## config.mk

```make
export PLATFORM = sky130hd
export DESIGN_NAME = cam_capture_seq
export DESIGN_NICKNAME = d
export VERILOG_FILES = /design/src/rtl/sobel_pkg.sv /design/src/rtl/cam_sync_edge.sv /design/src/rtl/cam_capture_seq.sv
export SDC_FILE = /design/constraint.sdc
export NUM_CORES = 1
export LEC_CHECK = 0
export CAP_MARGIN = 20
export CORE_MARGIN = 4
export CORE_UTILIZATION = 55
export CTS_CLUSTER_SIZE = 30
export DETAILED_ROUTE_END_ITERATION = 6
export PLACE_DENSITY = 0.92
export SYNTH_ARGS = -nofsm -noshare
export SYNTH_HDL_FRONTEND = slang
export SYNTH_SLANG_ARGS = --single-unit
```

## constraint.sdc

```tcl
create_clock -name clk -period 4.67 [get_ports clk]
set_input_delay 0.467 -clock clk [delete_from_list [all_inputs] [get_ports clk]]
set_output_delay 0.467 -clock clk [all_outputs]
set_load 0.02 [all_outputs]
```

## src/rtl/sobel_pkg.sv

```systemverilog
// Shared constants for the camera capture sequencer:
// FSM encodings, line-buffer rotation and synchronizer depth.
package sobel_pkg;

  localparam logic [2:0] ST_WAIT_FRAME = 3'd0;
  localparam logic [2:0] ST_VBLANK     = 3'd1;
  localparam logic [2:0] ST_WAIT_LINE  = 3'd2;
  localparam logic [2:0] ST_ACTIVE     = 3'd3;
  localparam logic [2:0] ST_LINE_END   = 3'd4;

  localparam logic [1:0] WR_SEL_N = 2'd3;
  localparam int SYNC_DEPTH = 2;

  function automatic logic [1:0] next_wr_sel(
    input logic [1:0] s
  );
    return (s == WR_SEL_N - 2'd1) ? 2'd0 : s + 2'd1;
  endfunction

endpackage

```

## src/rtl/cam_sync_edge.sv

```systemverilog
// Multi-FF synchronizer for one asynchronous camera pin,
// followed by an edge-detect register.
module cam_sync_edge
  import sobel_pkg::*;
(
  input  logic clk_i,
  input  logic rst_i,
  input  logic d_i,
  output logic lvl_o,
  output logic rise_o,
  output logic fall_o
);

  logic [SYNC_DEPTH-1:0] sync_q;
  logic                  prev_q;

  always_ff @(posedge clk_i) begin
    if (rst_i) begin
      sync_q <= '0;
      prev_q <= 1'b0;
    end else begin
      sync_q <= {sync_q[SYNC_DEPTH-2:0], d_i};
      prev_q <= sync_q[SYNC_DEPTH-1];
    end
  end

  assign lvl_o  = sync_q[SYNC_DEPTH-1];
  assign rise_o = lvl_o & ~prev_q;
  assign fall_o = ~lvl_o & prev_q;

endmodule

```

## src/rtl/cam_capture_seq.sv

```systemverilog
// Camera capture sequencer: keeps Y bytes, tracks col/row/frame,
// rotates line-buffer selects and flags when a 3x3 window exists.
module cam_capture_seq
  import sobel_pkg::*;
#(
  parameter int LINE_W = 10,
  parameter int COL_W  = 9,
  parameter int ROW_W  = 9
) (
  input  logic             clk,
  input  logic             rst_hw,
  input  logic             PCLK,
  input  logic             Href,
  input  logic             VSYNC,
  input  logic [7:0]       in_pixel,
  output logic [7:0]       pix_data,
  output logic             pix_valid,
  output logic [COL_W-1:0] col,
  output logic [ROW_W-1:0] row,
  output logic [1:0]       wr_sel,
  output logic             line_done,
  output logic             frame_start,
  output logic             win_ready,
  output logic             err_overrun,
  output logic             err_short
);

  localparam logic [COL_W-1:0] LINE_C = COL_W'(LINE_W);

  logic pclk_lvl, pclk_rise, pclk_fall;
  logic href_lvl, href_rise, href_fall;
  logic vs_lvl, vs_rise, vs_fall;

  cam_sync_edge u_pclk (
    .clk_i (clk),
    .rst_i (rst_hw),
    .d_i   (PCLK),
    .lvl_o (pclk_lvl),
    .rise_o(pclk_rise),
    .fall_o(pclk_fall)
  );

  cam_sync_edge u_href (
    .clk_i (clk),
    .rst_i (rst_hw),
    .d_i   (Href),
    .lvl_o (href_lvl),
    .rise_o(href_rise),
    .fall_o(href_fall)
  );

  cam_sync_edge u_vsync (
    .clk_i (clk),
    .rst_i (rst_hw),
    .d_i   (VSYNC),
    .lvl_o (vs_lvl),
    .rise_o(vs_rise),
    .fall_o(vs_fall)
  );

  logic unused_sync;
  assign unused_sync =
    &{1'b0, pclk_lvl, pclk_fall, href_lvl, vs_rise};

  logic [2:0]       state_q, state_d;
  logic [COL_W-1:0] cnt_q, cnt_d;
  logic [COL_W-1:0] col_q, col_d;
  logic [ROW_W-1:0] row_q, row_d;
  logic [1:0]       ws_q, ws_d;
  logic             phase_q, phase_d;
  logic [7:0]       byte_q;
  logic [7:0]       pix_q, pix_d;
  logic             pv_q, pv_d;
  logic             ld_q, ld_d;
  logic             fs_q, fs_d;
  logic             win_q, win_d;
  logic             ovr_q, ovr_d;
  logic             sht_q, sht_d;

  always_comb begin
    state_d = state_q;
    cnt_d   = cnt_q;
    col_d   = col_q;
    row_d   = row_q;
    ws_d    = ws_q;
    phase_d = phase_q;
    pix_d   = pix_q;
    pv_d    = 1'b0;
    ld_d    = 1'b0;
    fs_d    = 1'b0;
    win_d   = win_q;
    ovr_d   = ovr_q;
    sht_d   = sht_q;
    unique case (state_q)
      ST_WAIT_FRAME: begin
        if (vs_lvl) state_d = ST_VBLANK;
      end
      ST_VBLANK: begin
        row_d = '0;
        ws_d  = 2'd0;
        win_d = 1'b0;
        if (vs_fall) begin
          fs_d    = 1'b1;
          ovr_d   = 1'b0;
          sht_d   = 1'b0;
          state_d = ST_WAIT_LINE;
        end
      end
      ST_WAIT_LINE: begin
        if (href_rise) begin
          cnt_d   = '0;
          phase_d = 1'b0;
          state_d = ST_ACTIVE;
        end
      end
      ST_ACTIVE: begin
        // pixel on the same clk as Href fall is still taken
        if (pclk_rise) begin
          phase_d = ~phase_q;
          if (!phase_q) begin
            if (cnt_q < LINE_C) begin
              pix_d = byte_q;
              pv_d  = 1'b1;
              col_d = cnt_q;
              cnt_d = cnt_q + COL_W'(1);
            end else begin
              ovr_d = 1'b1;
            end
          end
        end
        if (href_fall) state_d = ST_LINE_END;
      end
      ST_LINE_END: begin
        ld_d = 1'b1;
        if (cnt_q < LINE_C) sht_d = 1'b1;
        if (row_q != '1) row_d = row_q + ROW_W'(1);
        ws_d = next_wr_sel(ws_q);
        if (row_q == ROW_W'(1)) win_d = 1'b1;
        state_d = ST_WAIT_LINE;
      end
      default: state_d = ST_WAIT_FRAME;
    endcase
    // vertical blank aborts whatever is in flight
    if (vs_lvl) begin
      state_d = ST_VBLANK;
      pv_d    = 1'b0;
      ld_d    = 1'b0;
    end
  end

  always_ff @(posedge clk) begin
    if (rst_hw) begin
      state_q <= ST_WAIT_FRAME;
      cnt_q   <= '0;
      col_q   <= '0;
      row_q   <= '0;
      ws_q    <= 2'd0;
      phase_q <= 1'b0;
      byte_q  <= 8'd0;
      pix_q   <= 8'd0;
      pv_q    <= 1'b0;
      ld_q    <= 1'b0;
      fs_q    <= 1'b0;
      win_q   <= 1'b0;
      ovr_q   <= 1'b0;
      sht_q   <= 1'b0;
    end else begin
      state_q <= state_d;
      cnt_q   <= cnt_d;
      col_q   <= col_d;
      row_q   <= row_d;
      ws_q    <= ws_d;
      phase_q <= phase_d;
      byte_q  <= in_pixel;
      pix_q   <= pix_d;
      pv_q    <= pv_d;
      ld_q    <= ld_d;
      fs_q    <= fs_d;
      win_q   <= win_d;
      ovr_q   <= ovr_d;
      sht_q   <= sht_d;
    end
  end

  assign pix_data    = pix_q;
  assign pix_valid   = pv_q;
  assign col         = col_q;
  assign row         = row_q;
  assign wr_sel      = ws_q;
  assign line_done   = ld_q;
  assign frame_start = fs_q;
  assign win_ready   = win_q;
  assign err_overrun = ovr_q;
  assign err_short   = sht_q;

endmodule

```

### Close-up of the layout, run 1

Window x 0 to 50, y 25 to 75 um. Cells in gray, sequential cells in the stronger gray; small squares are vias.
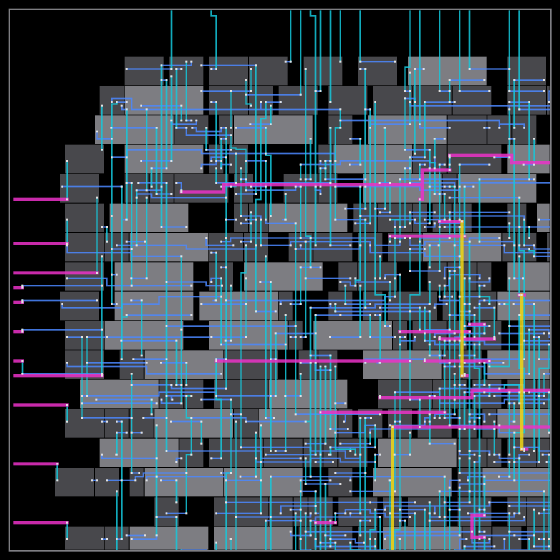
blue -> met1
magenta -> met3
yellow -> met4
cyan -> met2
most frequent = dfxtp_1 (40), clkdlybuf4s50_1 (26), nor2b_1 (17)
cells with their middle in the window = 176
sequential cells in the window = 40
netlist names of flops here include = byte_q (8), col (7), cnt_q (6)

### Clock nets, run 1

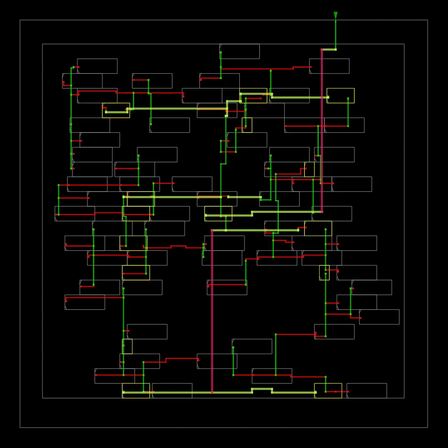
CTS Buf Count: 9
clk_skew: 0.00566 ns
# clk buffers: 11

### Power grid, run 1

Pins as bars on the die edge.
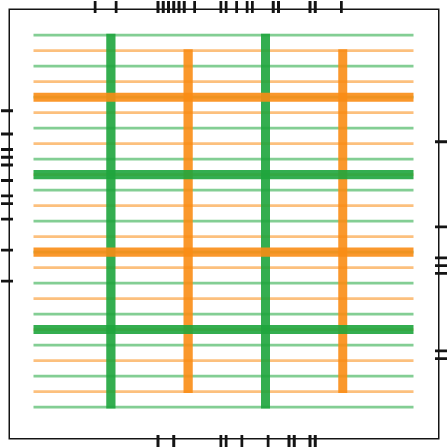
green -> VSS
orange -> VDD
met1 rails = 25
signal pins = 47
rows = 24
met4 straps = 4
met5 straps = 4
chip width: 75.2 um
core area: 4350 sq um

### Gate-type map, run 1

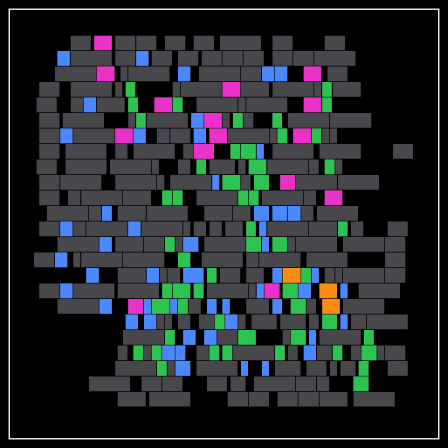
blue -> NOR gates  # cells 51
magenta -> AND-OR and OR-AND gates  # cells 15
green -> inverting AOI/OAI gates  # cells 52
orange -> XOR/XNOR gates  # cells 3
Comb/total area: 0.352
final std cells w/o fill: 366
most frequent logic cell in the layout: dfxtp_1

==> flow_metrics.env, run 1 <==
# flow metrics
export IMPL_timing_rr_start="row[0]"
export IMPL_cpMaxStageDelayCell="or4_1"
export IMPL_drt_first_pass_iters=4
export IMPL_cp_common_cell="ha_1"
export IMPL_pg_comb_uw=37.7
export IMPL_synth_area_sq_um=2480
export IMPL_comb_area_sq_um=1100
export IMPL_maxCapViolations=0
export IMPL_critPathMaxFanout=8
export IMPL_final_area_sq_um=3120
export IMPL_p_clk_uw=415
export IMPL_final_cell_mix="64 x dfxtp_1, 46 x clkdlybuf4s50_1, 26 x a21oi_1"
export IMPL_setup_slack_ns=2.29
export IMPL_finalHoldViolations=0
export IMPL_ir_drop_mv=0.278
export IMPL_async_flop_share=0
export IMPL_ctsHoldBuffers=0
export IMPL_warnings=27
export IMPL_dp_slack_ns=2.15
export IMPL_grt_busiest_layer="met2"
export IMPL_worstHoldStart="u_pclk.sync_q[0]"
export IMPL_cp_arrival_ns=2.65
export IMPL_area_sequential_sq_um=1280
export IMPL_h_tree_depth=3
export IMPL_hold_depth=1
export IMPL_synth_seq_share=0.517
export IMPL_top_cell="dfxtp_1"
export IMPL_grt_usage=0.207
export IMPL_pwr_share_seq=0.553
export IMPL_hpwl_um=3490
export IMPL_synth_edff_count=0
export IMPL_power_frac_comb=0.037
export IMPL_ctsResizeCount=0
export IMPL_wl_met2_um=2630
export IMPL_met2_usage=0.322
export IMPL_endpoint="row[5]"
export IMPL_critical_path_cell_count=8
export IMPL_use_met1=0.242
export IMPL_grt_max_degree=39
export IMPL_final_core_utilization=0.717
export IMPL_seq_power_uw=560
export IMPL_ys_area_sq_um=2480
export IMPL_synth_main_ff_cell="dfxtp_1"
export IMPL_drcViolationCount=0
export IMPL_yosys_area_share_simple=0.233
export IMPL_fillerInstances=314
export IMPL_synth_nets=284
export IMPL_slew_headroom=0.426
export IMPL_leakage_nw=1.17
export IMPL_drive_gt1_frac=0.0924
export IMPL_gr_total_overflow=0
export IMPL_powerDensity_nw_per_um2=324
export IMPL_synth_distinct_cells=42
export IMPL_yosys_area_top_type="dfxtp_1"
export IMPL_n_antenna_cell=0
export IMPL_num_rows=24
export IMPL_met3_usage=0.0881
export IMPL_fin_setup_tns_ns=0
export IMPL_flop_count=64
export IMPL_period_minus_slack_ns=2.38
export IMPL_path_buffers=0
export IMPL_holdWs_ns=0.440
export IMPL_clock_sinks=64
export IMPL_outcome="finished clean"
export IMPL_cts_tree="built"
export IMPL_layout_nets=327
export IMPL_place_gp_congestion=0.840
export IMPL_cts_clk_slew_worst_paths_ns=0.06
export IMPL_top_logic_kind="simple AND/OR/NAND/NOR gates"
export IMPL_signal_buffer_area_fraction=0.150
export IMPL_insertion_delay_ns=0.34
export IMPL_yosysTopAreaCellShare=0.517
export IMPL_internal_power_uw=786
export IMPL_ys_sh_adder=0.0202
export IMPL_synth_avg_cell_area_sq_um=9.29
export IMPL_synthTopCellsByCount="64 x dfxtp_1, 26 x a21oi_1, 22 x nor2b_1"
export IMPL_nWellTaps=52
export IMPL_n_all_buffers=47
export IMPL_antenna_found_initial=0
export IMPL_tightest_slew_ns=0.860
export IMPL_grt_pass1_wl_um=8670
export IMPL_endpoint_kind="flop"
export IMPL_r2r_end="row[5]"
export IMPL_wl_met3_um=291
export IMPL_reg2regPathDepth=8
export IMPL_xor_share=0.0106
export IMPL_path_class="reg2reg"
export IMPL_hp_class="reg2reg"
export IMPL_area_growth_pct=25.9
export IMPL_ys_sh_aoi=0.175
==> run 2: changes to the inputs <==
- CORE_UTILIZATION: 55 -> 51
- PLACE_DENSITY: 0.92 -> 0.86
- clock period: 4.67 -> 2.2 ns (I/O delays scaled with it)
### Close-up of the layout, run 2

Window x 0 to 50, y 28 to 78 um. Cells in gray, sequential cells in the stronger gray; small squares are vias.
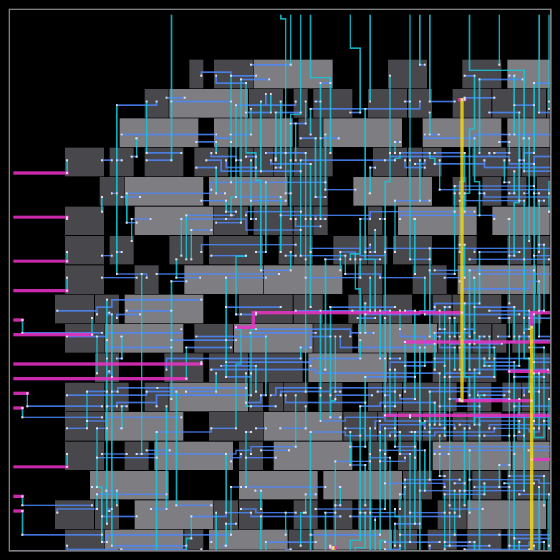
blue -> met1
cyan -> met2
yellow -> met4
magenta -> met3
most frequent = dfxtp_1 (36), clkdlybuf4s50_1 (25), nor2b_1 (16)
netlist names of flops here include = byte_q (8), col (8), pix_data (7)
cells with their middle in the window = 164
sequential cells in the window = 36

### Clock nets, run 2

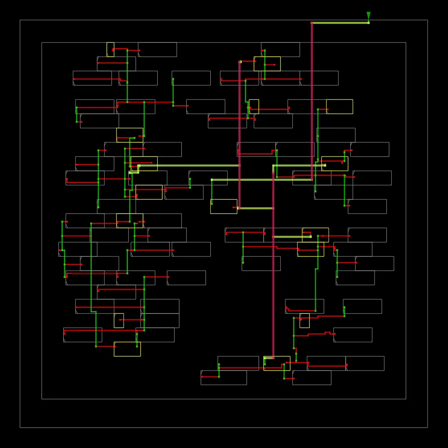
FFs & Latches: 64
clk_skew: 0.00671 ns
clock-net power: 920 uW
Late-Pin Clk Latency: 0.34 ns

==> flow_metrics.env, run 2 <==
# flow metrics
export IMPL_synth_avg_cell_area_sq_um=9.29
export IMPL_top_logic_kind="simple AND/OR/NAND/NOR gates"
export IMPL_critPathMaxFanout=6
export IMPL_mostFrequentLayoutCell="dfxtp_1"
export IMPL_ys_area_sq_um=2480
export IMPL_grt_pass1_wl_um=9000
export IMPL_finalHoldViolations=0
export IMPL_hp_class="in2reg"
export IMPL_hpwl_um=3660
export IMPL_num_rows=25
export IMPL_switchingPower_uw=482
export IMPL_cts_tree="built"
export IMPL_synth_nets=284
export IMPL_fin_setup_tns_ns=0
export IMPL_nWellTaps=67
export IMPL_drcViolationCount=0
export IMPL_r2r_end="row[7]"
export IMPL_pwr_share_seq=0.538
export IMPL_final_cell_mix="62 x dfxtp_1, 46 x clkdlybuf4s50_1, 24 x a21oi_1"
export IMPL_pg_comb_uw=94.1
export IMPL_synth_seq_share=0.517
export IMPL_gr_total_overflow=0
export IMPL_grt_usage=0.190
export IMPL_ctsHoldBuffers=0
export IMPL_place_gp_congestion=0.843
export IMPL_ctsResizeCount=2
export IMPL_wl_met3_um=244
export IMPL_setup_slack_ns=0.0245
export IMPL_grt_max_degree=38
export IMPL_signal_buffer_area_fraction=0.174
export IMPL_synth_main_ff_cell="dfxtp_1"
export IMPL_final_area_sq_um=3300
export IMPL_hold_depth=2
export IMPL_grt_busiest_layer="met2"
export IMPL_holdWs_ns=0.429
export IMPL_cts_clk_slew_worst_paths_ns=0.07
export IMPL_wl_met2_um=2690
export IMPL_n_antenna_cell=0
export IMPL_tightest_slew_ns=0.947
export IMPL_yosys_area_share_simple=0.233
export IMPL_cp_arrival_ns=2.44
export IMPL_n_all_buffers=61
export IMPL_clkbuf_count=13
export IMPL_final_core_utilization=0.699
export IMPL_comb_area_sq_um=1140
export IMPL_top_cell="dfxtp_1"
export IMPL_h_tree_depth=3
export IMPL_xor_share=0.0106
export IMPL_cpMaxStageDelayCell="or4_4"
export IMPL_met2_usage=0.310
export IMPL_path_class="reg2reg"
export IMPL_endpoint_kind="flop"
export IMPL_outcome="finished clean"
export IMPL_drive_gt1_frac=0.158
export IMPL_warnings=27
export IMPL_synth_area_sq_um=2480
export IMPL_layout_nets=341
export IMPL_core_sq_um=4720
export IMPL_met3_usage=0.0487
export IMPL_period_minus_slack_ns=2.18
export IMPL_antenna_found_initial=0
export IMPL_critical_path_cell_count=8
export IMPL_slew_headroom=0.368
export IMPL_clock_sinks=64
export IMPL_chipWidth_um=77.7
export IMPL_cts_buffers_inserted=9
export IMPL_powerDensity_nw_per_um2=666
export IMPL_instances_no_fill=396
export IMPL_yosys_area_top_type="dfxtp_1"
export IMPL_area_growth_pct=33.1
export IMPL_fillerInstances=354
export IMPL_drt_first_pass_iters=5
export IMPL_yosysTopAreaCellShare=0.517
export IMPL_ys_sh_adder=0.0202
export IMPL_ys_cells=267
export IMPL_area_sequential_sq_um=1290
export IMPL_async_flop_share=0
export IMPL_seq_power_mw=1.18
export IMPL_dp_slack_ns=-0.0291
export IMPL_ys_sh_aoi=0.175
Power is estimated from default activity; no workload was simulated.
